A small window of the routed layout:
Window x 24 to 49, y 13 to 38 µm. Cells in gray, sequential cells in the stronger gray; small squares are vias.
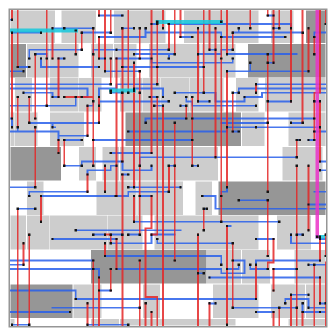
Pin placement:
Drawn at 6 px/µm. Pins as bars across the die edge, other pins in gray.
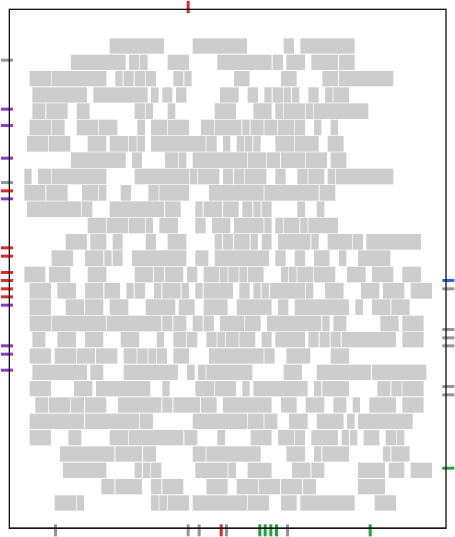
Logic cells by family:
Drawn at 3 px/µm.
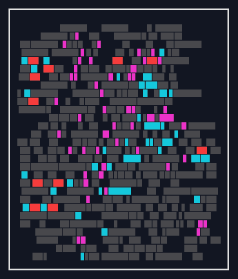
Register map, names as in the netlist:
Drawn at 3 px/µm. Other sequential cells in the stronger gray, the rest of the logic in the fainter gray.
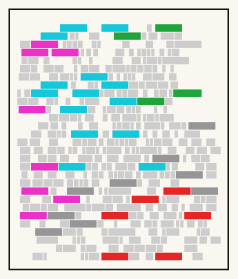
**src/rtl/spw_tx_encoder.sv**
```systemverilog
// SpaceWire transmit encoder: per-character arbitration, parity insertion and
// Data-Strobe serialization, plus TX credit and outgoing FCT bookkeeping.
module spw_tx_encoder #(
  parameter int TX_CLK_DIV   = 1,
  parameter int MAX_CREDIT   = 56,
  parameter int MAX_FCT_PEND = 7
) (
  input  logic       tx_clk,
  input  logic       tx_reset,
  input  logic       enable_tx,
  input  logic       send_null_tx,
  input  logic       send_fct_tx,
  input  logic       gotfct_tx,
  input  logic       send_fct_now,
  input  logic       tickin_tx,
  input  logic [7:0] time_in,
  input  logic       txwrite_tx,
  input  logic [8:0] txdata_flagctrl_tx,
  output logic       ready_tx,
  output logic       fct_sent,
  output logic       credit_error_tx,
  output logic [5:0] tx_credit,
  output logic       dout,
  output logic       sout
);

  localparam int BW = (TX_CLK_DIV > 0) ? $clog2(TX_CLK_DIV + 1) : 1;
  localparam int PW = $clog2(MAX_FCT_PEND + 1);

  typedef enum logic [2:0] {CH_NONE, CH_TIME, CH_FCT, CH_NCHAR, CH_NULL} ch_t;

  logic [BW-1:0] r_bcnt;
  logic [13:0]   r_shift;
  logic [3:0]    r_left;
  logic          r_par;
  logic          r_dout, r_sout;
  logic [5:0]    r_credit;
  logic          r_cerr;
  logic [PW-1:0] r_fpend;
  logic          r_tick;
  logic [7:0]    r_time;

  ch_t         w_sel;
  logic [13:0] w_code;
  logic [3:0]  w_len;
  logic        w_par_nxt;
  logic        w_bound, w_arb, w_drive, w_bit;
  logic        w_nload, w_fload, w_finc, w_gf_ok;

  assign w_bound = enable_tx & (r_bcnt == '0);
  // Arbitrate while the last bit goes out so the next character follows with no gap.
  assign w_arb   = w_bound & (r_left <= 4'd1);

  always_comb begin
    w_sel = CH_NONE;
    if (w_arb) begin
      if (r_tick & send_fct_tx)                                     w_sel = CH_TIME;
      else if ((r_fpend != '0) & send_fct_tx)                       w_sel = CH_FCT;
      else if (txwrite_tx & send_fct_tx & (r_credit != 6'd0))       w_sel = CH_NCHAR;
      else if (send_null_tx | send_fct_tx)                          w_sel = CH_NULL;
    end
  end

  // Codes are LSB-first; bit 0 is the parity bit computed from the previous character.
  always_comb begin
    w_code    = '0;
    w_len     = 4'd0;
    w_par_nxt = r_par;
    case (w_sel)
      CH_TIME: begin
        w_code    = {r_time, 1'b0, 1'b1, 3'b111, r_par};
        w_len     = 4'd14;
        w_par_nxt = ^r_time;
      end
      CH_FCT: begin
        w_code    = {10'd0, 3'b001, r_par};
        w_len     = 4'd4;
        w_par_nxt = 1'b0;
      end
      CH_NCHAR: begin
        if (txdata_flagctrl_tx[8]) begin
          w_code    = {10'd0, ~txdata_flagctrl_tx[0], txdata_flagctrl_tx[0], 1'b1, r_par};
          w_len     = 4'd4;
          w_par_nxt = 1'b1;
        end else begin
          w_code    = {4'd0, txdata_flagctrl_tx[7:0], 1'b0, ~r_par};
          w_len     = 4'd10;
          w_par_nxt = ^txdata_flagctrl_tx[7:0];
        end
      end
      CH_NULL: begin
        w_code    = {6'd0, 4'b0010, 3'b111, r_par};
        w_len     = 4'd8;
        w_par_nxt = 1'b0;
      end
      default: ;
    endcase
  end

  assign w_drive = w_bound & ((r_left != 4'd0) | (w_sel != CH_NONE));
  assign w_bit   = (r_left != 4'd0) ? r_shift[0] : w_code[0];
  assign w_nload = (w_sel == CH_NCHAR);
  assign w_fload = (w_sel == CH_FCT);
  assign w_finc  = send_fct_now & ((r_fpend < PW'(MAX_FCT_PEND)) | w_fload);
  assign w_gf_ok = gotfct_tx & (({1'b0, r_credit} + 7'd8) <= 7'(MAX_CREDIT));

  always_ff @(posedge tx_clk or posedge tx_reset) begin
    if (tx_reset) begin
      r_bcnt   <= '0;
      r_shift  <= '0;
      r_left   <= '0;
      r_par    <= 1'b0;
      r_dout   <= 1'b0;
      r_sout   <= 1'b0;
      r_credit <= '0;
      r_cerr   <= 1'b0;
      r_fpend  <= '0;
      r_tick   <= 1'b0;
      r_time   <= '0;
    end else if (!enable_tx) begin
      r_bcnt   <= '0;
      r_shift  <= '0;
      r_left   <= '0;
      r_par    <= 1'b0;
      r_dout   <= 1'b0;
      r_sout   <= 1'b0;
      r_credit <= '0;
      r_cerr   <= 1'b0;
      r_fpend  <= '0;
      r_tick   <= 1'b0;
      r_time   <= '0;
    end else begin
      r_bcnt <= (r_bcnt == '0) ? BW'(TX_CLK_DIV) : r_bcnt - 1'b1;
      if (w_bound) begin
        if (r_left > 4'd1) begin
          r_shift <= r_shift >> 1;
          r_left  <= r_left - 4'd1;
        end else if (r_left == 4'd1) begin
          r_shift <= w_code;
          r_left  <= w_len;
        end else if (w_sel != CH_NONE) begin
          r_shift <= w_code >> 1;
          r_left  <= w_len - 4'd1;
        end
        if (w_sel != CH_NONE) r_par <= w_par_nxt;
      end
      if (w_drive) begin
        r_dout <= w_bit;
        r_sout <= r_sout ^ ~(w_bit ^ r_dout);
      end
      r_credit <= r_credit + (w_gf_ok ? 6'd8 : 6'd0) - {5'd0, w_nload};
      if (gotfct_tx & ~w_gf_ok) r_cerr <= 1'b1;
      r_fpend <= r_fpend + PW'(w_finc) - PW'(w_fload);
      if (tickin_tx) begin
        r_tick <= 1'b1;
        r_time <= time_in;
      end else if (w_sel == CH_TIME) begin
        r_tick <= 1'b0;
      end
    end
  end

  assign ready_tx        = w_nload;
  assign fct_sent        = w_fload;
  assign credit_error_tx = r_cerr;
  assign tx_credit       = r_credit;
  assign dout            = r_dout;
  assign sout            = r_sout;

endmodule
```
**config.mk**
```make
export PLATFORM = sky130hd
export DESIGN_NAME = spw_tx_encoder
export DESIGN_NICKNAME = d
export VERILOG_FILES = /design/src/rtl/spw_tx_encoder.sv
export SDC_FILE = /design/constraint.sdc
export NUM_CORES = 1
export LEC_CHECK = 0
export CAP_MARGIN = 20
export CORE_ASPECT_RATIO = 1.2
export CORE_MARGIN = 2
export CORE_UTILIZATION = 50
export CTS_CLUSTER_DIAMETER = 120
export DETAILED_ROUTE_END_ITERATION = 7
export GPL_TIMING_DRIVEN = 0
export PLACE_DENSITY = 0.75
export SETUP_SLACK_MARGIN = 0.15
export SYNTH_ARGS = -nofsm -noshare
export SYNTH_HDL_FRONTEND = slang
export SYNTH_SLANG_ARGS = --single-unit
```
**constraint.sdc**
```tcl
create_clock -name tx_clk -period 3 [get_ports tx_clk]
set_clock_uncertainty 0.05 [all_clocks]
set_input_delay 0.45 -clock tx_clk [delete_from_list [all_inputs] [get_ports tx_clk]]
set_output_delay 0.45 -clock tx_clk [all_outputs]
set_load 0.01 [all_outputs]
```
==> writeup.txt <==
The flow ran to the end, and the final reports show no timing, DRC or antenna violations. The endpoint identified for the worst register-to-register timing path is r_left[2]. The final critical path time including I/O delays and setup was 2800 ps; the period utilization was 93.3%. The most used flip-flop cell after synthesis is sky130_fd_sc_hd__dfrtp_1.

The critical path starts at tx_credit[1]. Setup repair after global routing could not meet its margin everywhere. The number of H-tree levels was 2. Startpoint class of the critical path: a flop. The run gives 0 as the max-slew violation count.

Final-stage net count: 412. STA classifies the critical path endpoint as a flop. By area the synthesized netlist is led by sky130_fd_sc_hd__dfrtp_1 (36%), sky130_fd_sc_hd__ha_1 (7.1%), sky130_fd_sc_hd__nand2_1 (5.1%).

Ranking logic cells in the layout by count gives the top entries sky130_fd_sc_hd__dfrtp_1 (40), sky130_fd_sc_hd__nand2_1 (38), sky130_fd_sc_hd__clkdlybuf4s50_1 (33). The non-clock inverter total of the final layout was 18. Measured on the finished design, the core utilization comes to 66.2%. The logs give 11,700 µm for the wire length of the first global-routing pass and 9 for the buffer count from post-CTS setup fixing.

The detailed router's first-iteration violation count was 114; the internal power component was 1.46 mW. The dominant logic cell type in the layout was sky130_fd_sc_hd__dfrtp_1. The tools report the number of violations of the max-capacitance limit as 0.

The run gives 0 for the number of remaining DRC errors. The critical path runs through a total of 12 cells. Per the timing report, the most critical flop-to-flop path originates at tx_credit[1]. The sequential cell power is 786 µW. After clock tree synthesis, the clock-pin slew on the worst setup and hold paths is 80 ps. With the largest net degree at the start of global routing at 25, the sum of met2 wire segment lengths after detailed routing is 3430 µm. CTS added clock buffers totalling 5.

The number of antenna violations at the first check in global routing was 0; the layout buffering overhead excluding clock cells was 15.1%. The script logs the ratio of routed vias to standard cells as 5.85. The number of gates resized after CTS was 7. In this run, the synthesized area fraction spent on AND-OR/OR-AND gates is recorded as 20.3%.

Summing the areas of all xor and xnor instances in the mapped netlist gives 6.53% of the synthesized area. The tools report the HPWL after detailed placement as 4920 µm. The largest part of the power goes to combinational logic. In this run, flip-flops and latches consume 31.8% of the power. Setup slack closes at 201 ps.

The congestion estimate from routability-driven global placement came to 0.871. For the combinational group, total power comes out at 1.33 mW. The area share of the largest cell type after synthesis was 36.4%; the aggregate global-route resource usage was 23.8%.
Back to the opening pictures, 'a small window of the routed layout':
color	layer
magenta	M4
cyan	M3
blue	M1
red	M2
most frequent	dfrtp_1 (5)
sequential cells in the window	5
cells with their middle in the window	50
netlist names of flops here include	tx_credit (2)

Back to the opening pictures, 'pin placement':
color	port	pins	direction	edge
purple	time_in	8	input	left
red	txdata_flagctrl_tx	9	input	7 left, 1 top, 1 bottom
green	tx_credit	6	output	5 bottom, 1 right
blue	enable_tx	1	input	right
Die Y-Extent: 86.2 µm
die boundary width: 72.5 µm
input/output buffers: 35

Back to the opening pictures, 'logic cells by family':
color	family	cells
red	mux cells	11
magenta	nand cells	50
cyan	nor cells	38
combinational share of cell area: 49.5%
non-filler cells in the finished layout: 431

Back to the opening pictures, 'register map, names as in the netlist':
color	signal	flops
red	tx_credit	6
cyan	r_shift	14
magenta	r_time	8
green	r_left	4
not colored	9

Power figures rest on the tool's default switching activity, not on a simulated workload.
